==> config.mk <==
export PLATFORM = sky130hd
export DESIGN_NAME = que_slot_scheduler
export DESIGN_NICKNAME = d
export VERILOG_FILES = /design/src/rtl/que_slot_pkg.sv /design/src/rtl/que_slot_rr_picker.sv /design/src/rtl/que_slot_scheduler.sv
export SDC_FILE = /design/constraint.sdc
export NUM_CORES = 1
export LEC_CHECK = 0
export CAP_MARGIN = 20
export CELL_PAD_IN_SITES_DETAIL_PLACEMENT = 1
export CELL_PAD_IN_SITES_GLOBAL_PLACEMENT = 1
export CORE_ASPECT_RATIO = 0.9
export CORE_MARGIN = 4
export CORE_UTILIZATION = 35
export DETAILED_ROUTE_END_ITERATION = 8
export GPL_ROUTABILITY_DRIVEN = 0
export PLACE_DENSITY_LB_ADDON = 0.1
export SLEW_MARGIN = 40
export SYNTH_ARGS = -nofsm -noshare
export SYNTH_HDL_FRONTEND = slang
export SYNTH_SLANG_ARGS = --single-unit
==> constraint.sdc <==
create_clock -name clock -period 3.39 [get_ports clock]
set_clock_uncertainty 0.15 [all_clocks]
set_input_delay 1.017 -clock clock [delete_from_list [all_inputs] [get_ports clock]]
set_output_delay 1.017 -clock clock [all_outputs]
set_load 0.01 [all_outputs]
==> src/rtl/que_slot_pkg.sv <==
// Shared types and constants for the queue-slot round-robin scheduler.
// Push words are 9 bits wide: bit 8 flags the first byte of a packet, bits 7:0 carry data.
package que_slot_pkg;

    localparam int QUE_SLOT_WORD_WIDTH = 9;
    localparam int QUE_SLOT_FIRST_BIT  = 8;

    typedef enum logic [2:0] {
        S_IDLE,
        S_GRANT,
        S_WAIT_START,
        S_FORWARD,
        S_HOLDOFF
    } que_slot_sched_state_type;

endpackage

==> src/rtl/que_slot_rr_picker.sv <==
// Combinational round-robin find-first-set: searches upward from last_grant+1,
// wrapping, over the request bits that are not masked.
module que_slot_rr_picker #(
    parameter int  NUM_SLOTS = 4,
    localparam int IDX_W     = (NUM_SLOTS > 1) ? $clog2(NUM_SLOTS) : 1
) (
    input  logic [NUM_SLOTS-1:0] req_i,
    input  logic [NUM_SLOTS-1:0] mask_i,
    input  logic [IDX_W-1:0]     last_grant_i,
    output logic                 found_o,
    output logic [IDX_W-1:0]     index_o
);

    logic [NUM_SLOTS-1:0] eligible;
    int                   cand;

    assign eligible = req_i & ~mask_i;

    // Walk from the farthest offset down so the nearest eligible slot is written last.
    always_comb begin
        found_o = 1'b0;
        index_o = '0;
        cand    = 0;
        for (int k = NUM_SLOTS; k >= 1; k--) begin
            cand = int'(last_grant_i) + k;
            if (cand >= NUM_SLOTS) begin
                cand = cand - NUM_SLOTS;
            end
            if (eligible[cand]) begin
                found_o = 1'b1;
                index_o = IDX_W'(cand);
            end
        end
    end

endmodule

==> src/rtl/que_slot_scheduler.sv <==
// Round-robin scheduler granting one slot handler at a time and forwarding its
// push words to the shared egress FIFO until the slot closes its streaming window.
module que_slot_scheduler
    import que_slot_pkg::*;
#(
    parameter int  NUM_SLOTS      = 4,
    parameter int  TIMEOUT_CYCLES = 16,
    localparam int IDX_W          = (NUM_SLOTS > 1) ? $clog2(NUM_SLOTS) : 1
) (
    input  logic                                     clock,
    input  logic                                     reset_n,
    input  logic [NUM_SLOTS-1:0]                     slot_ready,
    input  logic [NUM_SLOTS-1:0]                     slot_push_data_ready,
    input  logic [NUM_SLOTS*QUE_SLOT_WORD_WIDTH-1:0] slot_push_data,
    input  logic [NUM_SLOTS-1:0]                     slot_push_data_valid,
    input  logic                                     downstream_ready,
    output logic [NUM_SLOTS-1:0]                     slot_enable,
    output logic [QUE_SLOT_WORD_WIDTH-1:0]           out_data,
    output logic                                     out_data_valid,
    output logic [IDX_W-1:0]                         grant_index,
    output logic                                     busy,
    output logic                                     packet_done,
    output logic                                     timeout_error
);

    que_slot_sched_state_type       state_q;
    logic [IDX_W-1:0]               grant_q;
    logic [IDX_W-1:0]               last_grant_q;
    logic                           after_holdoff_q;
    logic [7:0]                     timer_q;
    logic [NUM_SLOTS-1:0]           slot_enable_q;
    logic [QUE_SLOT_WORD_WIDTH-1:0] out_data_q;
    logic                           out_valid_q;
    logic                           packet_done_q;
    logic                           timeout_error_q;

    logic [QUE_SLOT_WORD_WIDTH-1:0] slot_word [NUM_SLOTS];
    logic [NUM_SLOTS-1:0]           rr_mask;
    logic                           pick_found;
    logic [IDX_W-1:0]               pick_index;
    logic                           sel_ready;
    logic                           sel_valid;

    for (genvar gi = 0; gi < NUM_SLOTS; gi++) begin : g_unpack
        assign slot_word[gi] = slot_push_data[gi*QUE_SLOT_WORD_WIDTH +: QUE_SLOT_WORD_WIDTH];
    end

    // Hide the just-finished slot for one arbitration cycle while its ready advert decays.
    assign rr_mask   = after_holdoff_q ? (NUM_SLOTS'(1) << last_grant_q) : '0;
    assign sel_ready = slot_push_data_ready[grant_q];
    assign sel_valid = slot_push_data_valid[grant_q];

    que_slot_rr_picker #(
        .NUM_SLOTS (NUM_SLOTS)
    ) u_picker (
        .req_i        (slot_ready),
        .mask_i       (rr_mask),
        .last_grant_i (last_grant_q),
        .found_o      (pick_found),
        .index_o      (pick_index)
    );

    always_ff @(posedge clock or negedge reset_n) begin
        if (!reset_n) begin
            state_q         <= S_IDLE;
            grant_q         <= '0;
            last_grant_q    <= IDX_W'(NUM_SLOTS - 1);
            after_holdoff_q <= 1'b0;
            timer_q         <= '0;
            slot_enable_q   <= '0;
            out_data_q      <= '0;
            out_valid_q     <= 1'b0;
            packet_done_q   <= 1'b0;
            timeout_error_q <= 1'b0;
        end else begin
            slot_enable_q   <= '0;
            out_valid_q     <= 1'b0;
            packet_done_q   <= 1'b0;
            timeout_error_q <= 1'b0;
            after_holdoff_q <= 1'b0;
            case (state_q)
                S_IDLE: begin
                    if (downstream_ready && pick_found) begin
                        grant_q       <= pick_index;
                        slot_enable_q <= NUM_SLOTS'(1) << pick_index;
                        state_q       <= S_GRANT;
                    end
                end
                S_GRANT: begin
                    timer_q <= 8'(TIMEOUT_CYCLES);
                    state_q <= S_WAIT_START;
                end
                S_WAIT_START: begin
                    if (sel_ready) begin
                        state_q <= S_FORWARD;
                    end else begin
                        timer_q <= timer_q - 8'd1;
                        if (timer_q <= 8'd1) begin
                            timeout_error_q <= 1'b1;
                            last_grant_q    <= grant_q;
                            state_q         <= S_IDLE;
                        end
                    end
                end
                S_FORWARD: begin
                    if (sel_ready) begin
                        if (sel_valid) begin
                            out_valid_q <= 1'b1;
                            out_data_q  <= slot_word[grant_q];
                        end
                    end else begin
                        packet_done_q <= 1'b1;
                        last_grant_q  <= grant_q;
                        state_q       <= S_HOLDOFF;
                    end
                end
                S_HOLDOFF: begin
                    after_holdoff_q <= 1'b1;
                    state_q         <= S_IDLE;
                end
                default: state_q <= S_IDLE;
            endcase
        end
    end

    assign slot_enable    = slot_enable_q;
    assign out_data       = out_data_q;
    assign out_data_valid = out_valid_q;
    assign grant_index    = grant_q;
    assign busy           = (state_q != S_IDLE);
    assign packet_done    = packet_done_q;
    assign timeout_error  = timeout_error_q;

endmodule

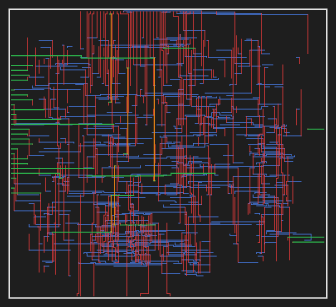
**Above:** routed metal, one color a layer.
[met3] green | wire length: 305 um
[met4] orange | wire length: 109 um
[met1] blue | wire length: 2300 um
[met2] red | wire length: 2980 um
detailed-route via count: 1650
GR Util All Layers: 17.5%

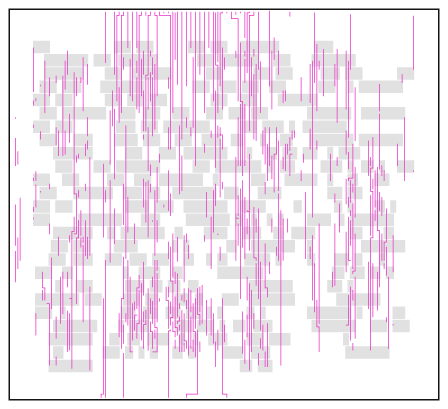
**Above:** signal wires on met2.
Cells faint in the background.
main direction: vertical
nets with wire on the layer: 277
share of all routed wire: 52%
wire length on this layer: 2980 um
longest straight run: 32.0 um

[cell type report]
cell class	count	share of cell area, %
clock buffers	6	2.92
clock inverters	2	0.354
inverters	10	1.33
multi-input cells	121	38.8
flip-flops and latches	32	28.4
well taps	67	2.97
repair buffers	72	25.2
[synthesized netlist by cell type, drive strengths merged (2+ instances only)]
cell type  instances
nor4               2
a21oi              5
mux2              16
a21o               2
mux2i              3
or3                4
nor2b              2
nor2              19
nand2              7
mux4              11
clkbuf             4
or2                2
o31ai              2
nand2b             4
ha                 6
buf                2
a211oi             3
nand4b             3
nand3b             2
dfstp              2
o2111ai            2
inv               10
dfrtp             30
xor2               5
a22o               2
nand3              4
and2               2
[logic make-up after synthesis]
logic type	share of synthesized area [%]
multiplexers	23.7
buffers and inverters	4.83
AND-OR/OR-AND	9.28
XOR/XNOR	2.19
AND/OR/NAND/NOR	16.0
adder cells (fa/ha/maj)	3.76
flip-flops	40.3
[stage by stage]
stage                     total power, mW  setup WS [ps]
after floorplan                      1.55            751
after CTS                            2.29            498
after detailed placement             1.98            262
after global routing                 2.45            415
after global placement               1.91            292
final                                2.27            506
[routing by layer]
| metal | wire, um | global-route usage (%) | up-vias |
|---|---|---|---|
| met2 | 2980 | 30.6 | 44 |
| li1 | - | - | 776 |
| met1 | 2300 | 20.8 | 820 |
| met5 | 0 | 0 | - |
| met4 | 108 | 5.06 | 0 |
| met3 | 305 | 4.95 | 10 |
[final timing paths]
kind	start	endpoint	slack [ps]	cells past startpoint
setup reg to reg	last_grant_q[0]	grant_index[0]	550	7
min in group asynchronous	reset_n	timer_q[3]	1000	2
setup / recovery	state_q[1]	busy	510	2
hold reg to reg	out_data[6]	out_data[6]	360	1
hold / removal	out_data[6]	out_data[6]	360	1
max in group asynchronous	reset_n	last_grant_q[1]	1770	2
==> results_dict.tcl <==
# place-and-route summary
set metrics [dict create \
    post_cts_hold_fix_bufs 0 \
    synth.avg_cell_area_um2 11.8 \
    core-area_um2 5380 \
    timing.slew.headroom_pct 66.7 \
    fin_util_pct 52.5 \
    starting_density_of_the_core_pct 37.1 \
    setup_tns_ps 0 \
    cts_tree "built" \
    total_switching_power_uw 879 \
    regArea_um2 803 \
    detail-route-antenna-nets 0 \
    most_used_cells_in_the_layout_excluding_fill_and_tap_cells "69 x clkdlybuf4s50_1, 30 x dfrtp_1, 19 x nor2_1, 14 x mux2_2, 10 x inv_1" \
    cts-htree-levels 2 \
    yosys_most_used_dff "dfrtp_1" \
    worst_slew_pin_slew_ps 488 \
    critPathRequiredTime_ps 2220 \
    largest_net_degree_at_the_start_of_global_routing 33 \
    synth-edff-count 0 \
    drt_first_pass_iters 4 \
    drive_gt1_share_pct 18.5 \
    power_frac_seq_pct 33.5 \
    netSwitchingFraction_pct 38.8 \
    synth.yosys.chip_area_um2 2000 \
    fp-row-count 25 \
    postLayoutCellArea_um2 2830 \
    run_status "complete, no violations" \
    layout.nets 299 \
    powerDensity_nw_per_um2 802 \
    critPathArrivalTime_ps 1720 \
    synthCells 169 \
    path_cells "or3_1 > clkdlybuf4s50_1" \
    crit_fanout 10 \
    n_fill_cell 586 \
    yosysWarnings 0 \
    placedCellCount 302 \
    post_cts_buffers 0 \
    drt_iter0_markers 48 \
    cap_viol_max_count 0 \
    post_cts.resized_instances 0 \
    placement.io_buffers 69 \
]
Power figures rest on the tool's default switching activity, not on a simulated workload.
